==> src/rtl/twiddle_gen.sv <==
// rtl/twiddle_gen.sv - streaming twiddle-factor generator for the radix-2 DIF FFT
// Quarter-wave cosine table, two synchronous read ports, quadrant folding and exact specials.
module twiddle_gen #(
    parameter  int N_FFT    = 256,
    parameter  int TW_WIDTH = 8,
    localparam int LOG2N    = $clog2(N_FFT),
    localparam int D        = N_FFT / 4,
    localparam int OUT_W    = TW_WIDTH + 2,
    localparam int STW      = $clog2(LOG2N)
) (
    input  logic             clk,
    input  logic             rst_n,
    input  logic             start,
    input  logic [STW-1:0]   stage,
    output logic             busy,
    output logic             tw_valid,
    input  logic             tw_ready,
    output logic [OUT_W-1:0] tw_re,
    output logic [OUT_W-1:0] tw_im,
    output logic [LOG2N-1:0] tw_idx,
    output logic             tw_last
);

    localparam int AW = LOG2N - 2;

    localparam logic [1:0] SPC_NONE = 2'd0;
    localparam logic [1:0] SPC_POS  = 2'd1;
    localparam logic [1:0] SPC_NEG  = 2'd2;
    localparam logic [1:0] SPC_ZERO = 2'd3;

    localparam logic [OUT_W-1:0] ONE = OUT_W'(1) << TW_WIDTH;

    // Table entry x = min(round(cos(2*pi*x/N) * 2^W), 2^W - 1), evaluated at elaboration.
    function automatic logic [TW_WIDTH-1:0] cos_entry(input int x);
        real th;
        real term;
        real c;
        int  v;
        th   = 6.283185307179586 * real'(x) / real'(N_FFT);
        term = 1.0;
        c    = 1.0;
        for (int n = 1; n <= 12; n++) begin
            term = -term * th * th / real'((2 * n - 1) * (2 * n));
            c    = c + term;
        end
        v = $rtoi(c * real'(2 ** TW_WIDTH) + 0.5);
        if (v > 2 ** TW_WIDTH - 1) begin
            v = 2 ** TW_WIDTH - 1;
        end
        return TW_WIDTH'(v);
    endfunction

    logic [TW_WIDTH-1:0] w_rom [D];

    for (genvar x = 0; x < D; x++) begin : g_rom
        localparam logic [TW_WIDTH-1:0] C_VAL = cos_entry(x);
        assign w_rom[x] = C_VAL;
    end

    // Returns {special[1:0], negate, rom_addr[AW-1:0]} for angle index a.
    function automatic logic [AW+2:0] fold(input logic [LOG2N-1:0] a);
        logic [1:0]    q;
        logic [AW-1:0] r;
        logic [AW-1:0] addr;
        logic [1:0]    spc;
        q    = a[LOG2N-1 -: 2];
        r    = a[AW-1:0];
        addr = q[0] ? -r : r;
        if (r != '0) begin
            spc = SPC_NONE;
        end else if (q == 2'd0) begin
            spc = SPC_POS;
        end else if (q == 2'd2) begin
            spc = SPC_NEG;
        end else begin
            spc = SPC_ZERO;
        end
        return {spc, q[1] ^ q[0], addr};
    endfunction

    function automatic logic [OUT_W-1:0] resolve(input logic [1:0] spc, input logic neg,
                                                 input logic [TW_WIDTH-1:0] t);
        logic [OUT_W-1:0] v;
        v = {2'b00, t};
        if (neg) begin
            v = -v;
        end
        case (spc)
            SPC_POS:  v = ONE;
            SPC_NEG:  v = -ONE;
            SPC_ZERO: v = '0;
            default:  ;
        endcase
        return v;
    endfunction

    logic             r_busy;
    logic             r_iss;
    logic [STW-1:0]   r_s;
    logic [LOG2N-1:0] r_j;

    logic             r_p1_v;
    logic             r_p1_last;
    logic             r_p1_neg_re;
    logic             r_p1_neg_im;
    logic [1:0]       r_p1_spc_re;
    logic [1:0]       r_p1_spc_im;
    logic [LOG2N-1:0] r_p1_idx;
    logic [TW_WIDTH-1:0] r_rom_re;
    logic [TW_WIDTH-1:0] r_rom_im;

    logic             r_tw_valid;
    logic             r_tw_last;
    logic [OUT_W-1:0] r_tw_re;
    logic [OUT_W-1:0] r_tw_im;
    logic [LOG2N-1:0] r_tw_idx;

    logic             w_en;
    logic             w_start_ok;
    logic             w_iss_v;
    logic             w_iss_last;
    logic             w_fire;
    logic             w_done;
    logic [STW-1:0]   w_iss_s;
    logic [LOG2N-1:0] w_iss_j;
    logic [LOG2N-1:0] w_span_m1;
    logic [LOG2N-1:0] w_k;
    logic [LOG2N-1:0] w_k_im;
    logic [AW+2:0]    w_fold_re;
    logic [AW+2:0]    w_fold_im;

    assign w_en       = !r_tw_valid || tw_ready;
    assign w_start_ok = start && !r_busy && (int'(stage) < LOG2N);

    // The accept cycle issues j=0 directly from the port so the first output lands two cycles later.
    assign w_iss_v    = w_start_ok || r_iss;
    assign w_iss_s    = r_iss ? r_s : stage;
    assign w_iss_j    = r_iss ? r_j : '0;
    assign w_span_m1  = LOG2N'((N_FFT >> (int'(w_iss_s) + 1)) - 1);
    assign w_iss_last = (w_iss_j == w_span_m1);
    assign w_fire     = w_iss_v && w_en;
    assign w_done     = r_tw_valid && tw_ready && r_tw_last;

    assign w_k        = w_iss_j << w_iss_s;
    assign w_k_im     = w_k + LOG2N'(D);
    assign w_fold_re  = fold(w_k);
    assign w_fold_im  = fold(w_k_im);

    always_ff @(posedge clk or negedge rst_n) begin
        if (!rst_n) begin
            r_busy <= 1'b0;
            r_iss  <= 1'b0;
            r_s    <= '0;
            r_j    <= '0;
        end else begin
            if (w_start_ok) begin
                r_busy <= 1'b1;
                r_s    <= stage;
            end else if (w_done) begin
                r_busy <= 1'b0;
            end
            if (w_fire) begin
                r_j   <= w_iss_j + 1'b1;
                r_iss <= !w_iss_last;
            end else if (w_start_ok) begin
                r_j   <= '0;
                r_iss <= 1'b1;
            end
        end
    end

    always_ff @(posedge clk or negedge rst_n) begin
        if (!rst_n) begin
            r_p1_v      <= 1'b0;
            r_p1_last   <= 1'b0;
            r_p1_neg_re <= 1'b0;
            r_p1_neg_im <= 1'b0;
            r_p1_spc_re <= SPC_NONE;
            r_p1_spc_im <= SPC_NONE;
            r_p1_idx    <= '0;
            r_rom_re    <= '0;
            r_rom_im    <= '0;
        end else if (w_en) begin
            r_p1_v <= w_iss_v;
            if (w_iss_v) begin
                r_p1_last   <= w_iss_last;
                r_p1_idx    <= w_k;
                r_p1_spc_re <= w_fold_re[AW+2:AW+1];
                r_p1_spc_im <= w_fold_im[AW+2:AW+1];
                r_p1_neg_re <= w_fold_re[AW];
                r_p1_neg_im <= w_fold_im[AW];
                r_rom_re    <= w_rom[w_fold_re[AW-1:0]];
                r_rom_im    <= w_rom[w_fold_im[AW-1:0]];
            end
        end
    end

    always_ff @(posedge clk or negedge rst_n) begin
        if (!rst_n) begin
            r_tw_valid <= 1'b0;
            r_tw_last  <= 1'b0;
            r_tw_re    <= '0;
            r_tw_im    <= '0;
            r_tw_idx   <= '0;
        end else if (w_en) begin
            r_tw_valid <= r_p1_v;
            r_tw_last  <= r_p1_v && r_p1_last;
            if (r_p1_v) begin
                r_tw_re  <= resolve(r_p1_spc_re, r_p1_neg_re, r_rom_re);
                r_tw_im  <= resolve(r_p1_spc_im, r_p1_neg_im, r_rom_im);
                r_tw_idx <= r_p1_idx;
            end
        end
    end

    assign busy     = r_busy;
    assign tw_valid = r_tw_valid;
    assign tw_last  = r_tw_last;
    assign tw_re    = r_tw_re;
    assign tw_im    = r_tw_im;
    assign tw_idx   = r_tw_idx;

endmodule
==> config.mk <==
export PLATFORM = sky130hd
export DESIGN_NAME = twiddle_gen
export DESIGN_NICKNAME = d
export VERILOG_FILES = /design/src/rtl/twiddle_gen.sv
export SDC_FILE = /design/constraint.sdc
export NUM_CORES = 1
export LEC_CHECK = 0
export CORE_MARGIN = 5
export CORE_UTILIZATION = 25
export CTS_CLUSTER_SIZE = 25
export DETAILED_ROUTE_END_ITERATION = 10
export HOLD_SLACK_MARGIN = 0.06
export SLEW_MARGIN = 25
export SYNTH_ARGS = -nofsm -noshare
export SYNTH_HDL_FRONTEND = slang
export SYNTH_SLANG_ARGS = --single-unit
==> constraint.sdc <==
create_clock -name clk -period 4.99 [get_ports clk]
set_clock_uncertainty 0.1 [all_clocks]
set_input_delay 0.998 -clock clk [delete_from_list [all_inputs] [get_ports clk]]
set_output_delay 0.998 -clock clk [all_outputs]
set_load 0.005 [all_outputs]
Figure 1. Sequential cells coloured by netlist name (run 1).
Other sequential cells in the stronger grey, the rest of the logic in the fainter grey.
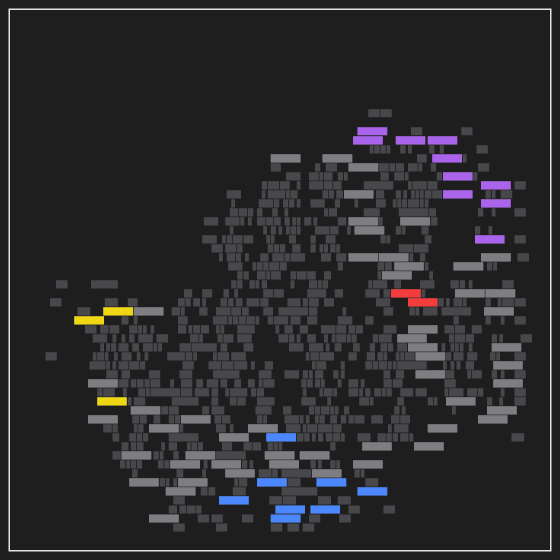
Key: red = `r_p1_spc_re` [sequential cells 2]; yellow = `r_s` [sequential cells 3]; purple = `tw_im` [sequential cells 10]; blue = `tw_idx` [sequential cells 8, where bottom centre]
Another 52 sequential cells are not coloured.
fin util: 0.295
Seq/total area: 0.273
Flop area: 0.00188 mm2

Figure 2. Signal wires on met4 (run 1).
Supply wires on this layer in grey.
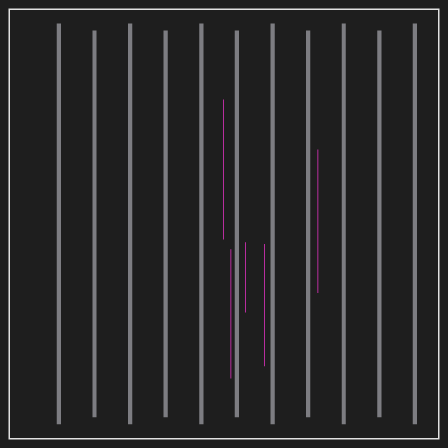
The layer carries 229 um of wire. The longest straight run is 54.4 um.
routed vias: 5,161
total wire length: 15,500 um

==> flow_summary.yaml, run 1 <==
# physical design summary
timing:
  hold-worst-slack_ns: 0.375
  maxSlewViolCount: 0
  worst_slack_ns: 0.818
  finalClockPeriodUsage: 0.836
  rsz0062_at_grt: "false"
  setup_viol: 0
  clock.fmax_ghz: 0.240
  slew_headroom: 0.445
  hold_viol_final: 0
  fin_crit_ns: 4.17
setup_path:
  r2r_end: "r_rom_re[1]"
  end_kind: "flop"
  crit_path_max_incr_delay_ns: 0.59
  crit_type: "in -> reg"
  cp.required_ns: 5.08
  crit_path_top_delay_cell: "a2111oi_0"
  reg2reg_depth: 12
  crit_fanout: 6
  r2r_start: "r_iss"
  cp-start-kind: "input port"
  rrSetupSlack_ns: 0.99
  path_depth: 14
synthesis:
  ys_top_logic_family: "AND-OR/OR-AND gates"
  topCellsByArea: "dfrtp_1, ha_1, nand2_1"
  yosys.area.top_type: "dfrtp_1"
  top_area_frac: 0.320
  synth.area.mux_share: 0.0758
  xor_area_frac: 0.0461
  netlist_instances: 695
  edf_count: 0
  synth.avg_cell_area_um2: 8.43
  yosys.stat.seqShare: 0.320
run:
  maxCapViolCount: 0
  log.warning_count: 46
finish:
  logic_area_mm2: 0.00368
  fillers: 2493
  nets: 760
  design_area_mm2: 0.00687
  antenna_cells: 0
  mostFrequentLayoutCells: "nand2_1, dfrtp_1, nor2_1"
  final-instance-count-excl-fill: 1043
  area_growth_pct: 17.3
die:
  initCoreUtil: 0.252
  dieArea_mm2: 0.0266
  rows: 56
  ios: 38
  die_h_um: 163
global_route:
  met1_usage: 0.168
  gr-total-overflow: 0
  met3_usage: 0.0214
  grt_pass1_vias: 4818
  grt_start_max_net_pins: 76
place:
  dp_slack_ns: 0.515
  io_buffers: 37
  dp_cells: 1027
  place_area_mm2: 0.00656
clocking:
  post_cts_resized: 0
  clock-root-buffer: "clkbuf_16"
  clkSlewWorstSetupHoldPaths_ns: 0.06
  clock_path_buffers: 2
  cts_max_level: 3
  insertion_delay_ns: 0.34
  cts_tree: "built"
hold_path:
  min_to: "tw_re[8]"
  worstHoldStart: "tw_re[8]"
drt:
  avgRoutedWirePerCell_um: 14.9
  avgViaCountPerCell: 4.95
  drtAntennaViolNets: 0
outcome:
  outcome: "finished clean"
Figure 3. Cell sizes after repair (run 1).
Bar = 50 um.
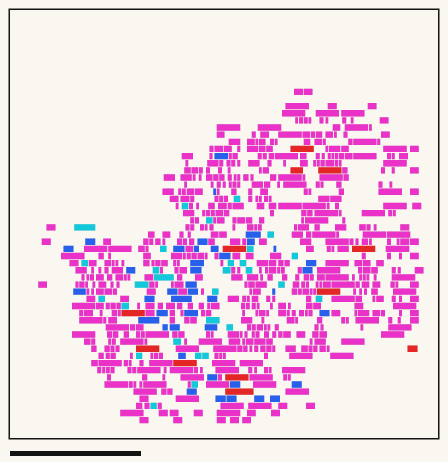
Key: cyan = drive 3 to 4 [cells 29]; red = drive 6 and up [cells 12]; magenta = drive 1 or less [cells 642]; blue = drive 2 [cells 41]

-- run 1: sequential cells by signal, indices dropped and copies added (netlist names) --
register and flops:
busy 1, r_iss 1, r_j 8, r_p1_idx 8
r_p1_last 1, r_p1_neg_im 1, r_p1_neg_re 1, r_p1_spc_im 2
r_p1_spc_re 2, r_p1_v 1, r_rom_im 8, r_rom_re 8
r_s 3, tw_idx 8, tw_im 10, tw_last 1
tw_re 10, tw_valid 1
-- run 1: per-layer routing --
layer / vias up / share of wire
met5: - / 0
met4: 0 / 0.015
met3: 14 / 0.046
met2: 129 / 0.46
met1: 2448 / 0.48
li1: 2570 / -
-- run 1: synth_stat cells (all sizes together) (10+ instances only) --
cell type,count
clkbuf,20
ha,34
xnor2,12
nor2,58
nand3,22
mux2,17
o31ai,14
xor2,18
a21oi,37
a211oi,14
nand2,98
nor2b,12
o21ai,60
o22ai,10
buf,24
mux2i,18
dfrtp,75
nand2b,11
nor3,17
inv,23
-- run 1: cell type report --
| class | count | share of cell area |
|---|---|---|
| clock buffers | 11 | 0.0353 |
| clock inverters | 5 | 0.00910 |
| inverters | 23 | 0.0126 |
| multi-input cells | 553 | 0.536 |
| flip-flops and latches | 75 | 0.273 |
| well taps | 319 | 0.0581 |
| repair buffers | 57 | 0.0759 |
Figure 4. Clock distribution (run 1).
Bar = 50 um.
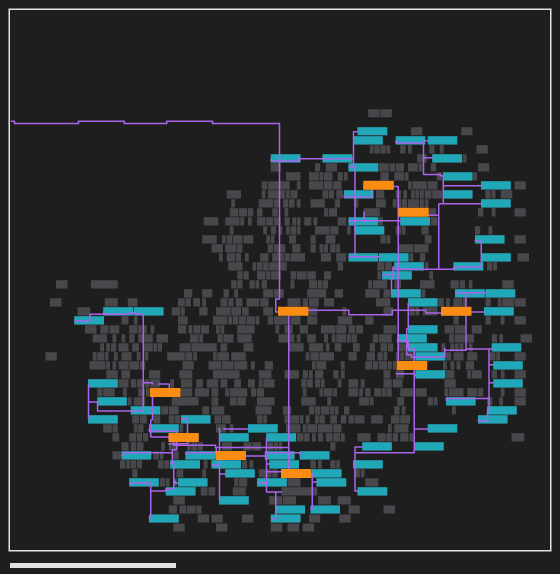

==> inputs of run 2 (changes only) <==
==> constraint.sdc (replaced) <==
create_clock -name clk -period 4.2 [get_ports clk]
set_clock_uncertainty 0.1 [all_clocks]
set_input_delay 0.84 -clock clk [delete_from_list [all_inputs] [get_ports clk]]
set_output_delay 0.84 -clock clk [all_outputs]
set_load 0.005 [all_outputs]
Figure 5. Clock distribution (run 2).
Bar = 50 um.
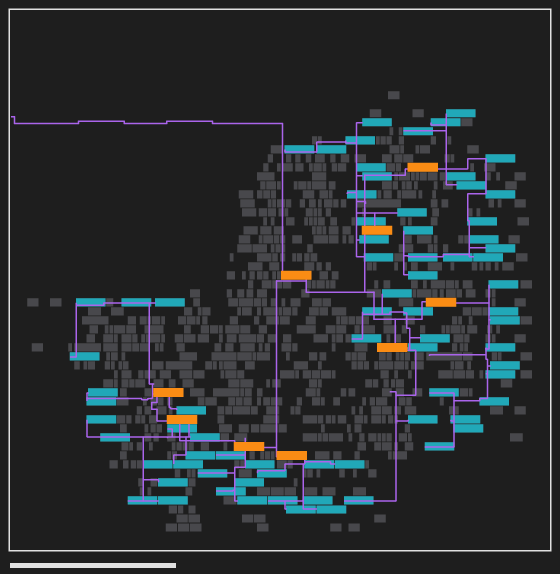
Key: orange = cells driving clock nets [count 9]; purple = clock wires [length 1,160 um]; cyan = flip-flops [count 75]
There are 10 routed clock nets. Position of the flops: all over the die.

==> run 2 against run 1 <==
  * Via count is 1.7% higher
  * Design area is 1.9% higher
  * Utilization is 0.55 points higher
  * Global-route usage is 0.21 points higher
  * Flip-flop count stayed put
  * Critical path depth stayed put
  * Critical endpoint is now r_rom_im[4]
==> flow_summary.yaml, run 2 <==
# physical design summary
finish:
  final-instance-count-excl-fill: 1054
  finish.utilization: 0.301
  fillers: 2480
  layout_top_cell: "nand2_1"
  nets: 771
  antenna_cells: 0
  area_growth_pct: 19.5
  mostFrequentLayoutCells: "nand2_1, dfrtp_1, nor2_1"
outcome:
  outcome: "finished clean"
timing:
  finalClockPeriodUsage: 0.882
  worst_slack_ns: 0.496
  setup_viol: 0
  hold_viol_final: 0
  slew_headroom: 0.359
  clock.fmax_ghz: 0.270
  rsz0062_at_grt: "false"
  finalSetupTns_ns: 0
  maxSlewViolCount: 0
  fin_crit_ns: 3.70
setup_path:
  rrSetupSlack_ns: 0.68
  end_kind: "flop"
  crit_fanout: 14
  cp.required_ns: 4.39
  path_depth: 14
  crit_arrival_ns: 3.89
  cp-start-kind: "input port"
  r2r_start: "r_iss"
  crit_path_max_incr_delay_ns: 0.48
  r2r_end: "r_rom_im[4]"
  crit_type: "in -> reg"
  reg2reg_depth: 13
  crit_path_top_delay_cell: "clkdlybuf4s50_1"
synthesis:
  edf_count: 0
  topCellsByArea: "dfrtp_1, ha_1, nand2_1"
  synthTopCellsByCount: "nand2_1, dfrtp_1, nor2_1"
  synth.avg_cell_area_um2: 8.43
  syn_area_mm2: 0.00586
  yosys.stat.seqShare: 0.320
  yosys_cells: 695
  netlist_instances: 695
  floorplan.nets: 736
  synth_top_cell_by_count: "nand2_1"
  yosys.area.top_type: "dfrtp_1"
  top_area_frac: 0.320
global_route:
  grt_use_total: 0.121
  gr-total-overflow: 0
  grt_pass1_vias: 4977
  grt_start_max_net_pins: 76
drt:
  vias: 5249
  wl_um: 15900
  avgRoutedWirePerCell_um: 15.0
  drtAntennaViolNets: 0
  avgViaCountPerCell: 4.98
clocking:
  post_cts_resized: 0
  clock-root-buffer: "clkbuf_16"
  insertion_delay_ns: 0.35
  cts_tree: "built"
  cts_hold_buf: 0
  clock-sinks: 75
  clock_path_buffers: 2
  clkSlewWorstSetupHoldPaths_ns: 0.07
  cts_max_level: 3
hold_path:
  worstHoldStart: "tw_im[9]"
  min_to: "tw_im[9]"
die:
  dieArea_mm2: 0.0266
  initCoreUtil: 0.252
  die_h_um: 163
  rows: 56
  ios: 38
place:
  dp_slack_ns: 0.174
  dp_hpwl_um: 11600
  io_buffers: 37
  dp_cells: 1038
run:
  maxCapViolCount: 0
  log.warning_count: 46
Figure 6. Cell sizes after repair (run 2).
Bar = 50 um.
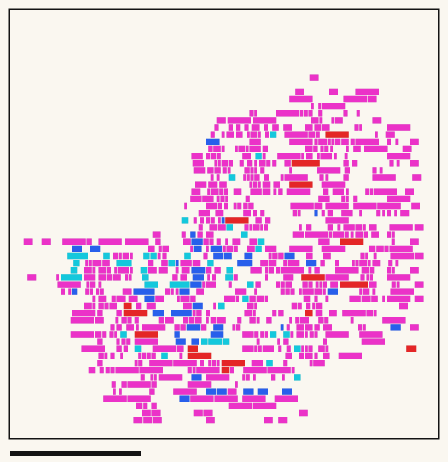
Key: cyan = drive 3 to 4 [cells 39]; red = drive 6 and up [cells 16]; magenta = drive 1 or less [cells 638]; blue = drive 2 [cells 42]

run 2: cell count changes in the layout (fill, tap and decap cells not counted), sizes merged:
cell	before	now
clkbuf	11	9
bufinv	1	2
inv	23	27
buf	21	32
clkinvlp	2	1
clkinv	2	0
run 2: logic make-up after synthesis:
| logic type | Yosys count | synth area share |
|---|---|---|
| AOI/OAI and AO/OA | 203 | 0.238 |
| xor gates and xnor gates | 30 | 0.0461 |
| adders and majority gates | 34 | 0.0726 |
| buffers and inverters | 67 | 0.0519 |
| DFF | 75 | 0.320 |
| muxes | 37 | 0.0758 |
| and+or+nand+nor | 249 | 0.196 |
run 2: layout make-up:
type / count / area [um2] / area share
Multi-Input combinational cell: 553 / 3700 / 0.529
Sequential cell: 75 / 1880 / 0.268
Timing Repair Buffer: 68 / 604 / 0.0863
Tap cell: 319 / 399 / 0.0570
Clock buffer: 9 / 225 / 0.0322
Clock inverter: 7 / 105 / 0.0150
Inverter: 23 / 86.3 / 0.0123
run 2: metal layers:
layer	global-route usage	share of wire
met1	0.167	0.47
met2	0.193	0.47
met3	0.0217	0.044
met4	0.0339	0.014
met5	0	0
run 2: metrics by stage:
step                hold WS (ns)  instance area, um2
CTS                        0.385                7000
global placement           0.360                6670
floorplan                  0.345                5890
finish                     0.375                7000
detailed placement         0.370                6670
global route               0.392                7000
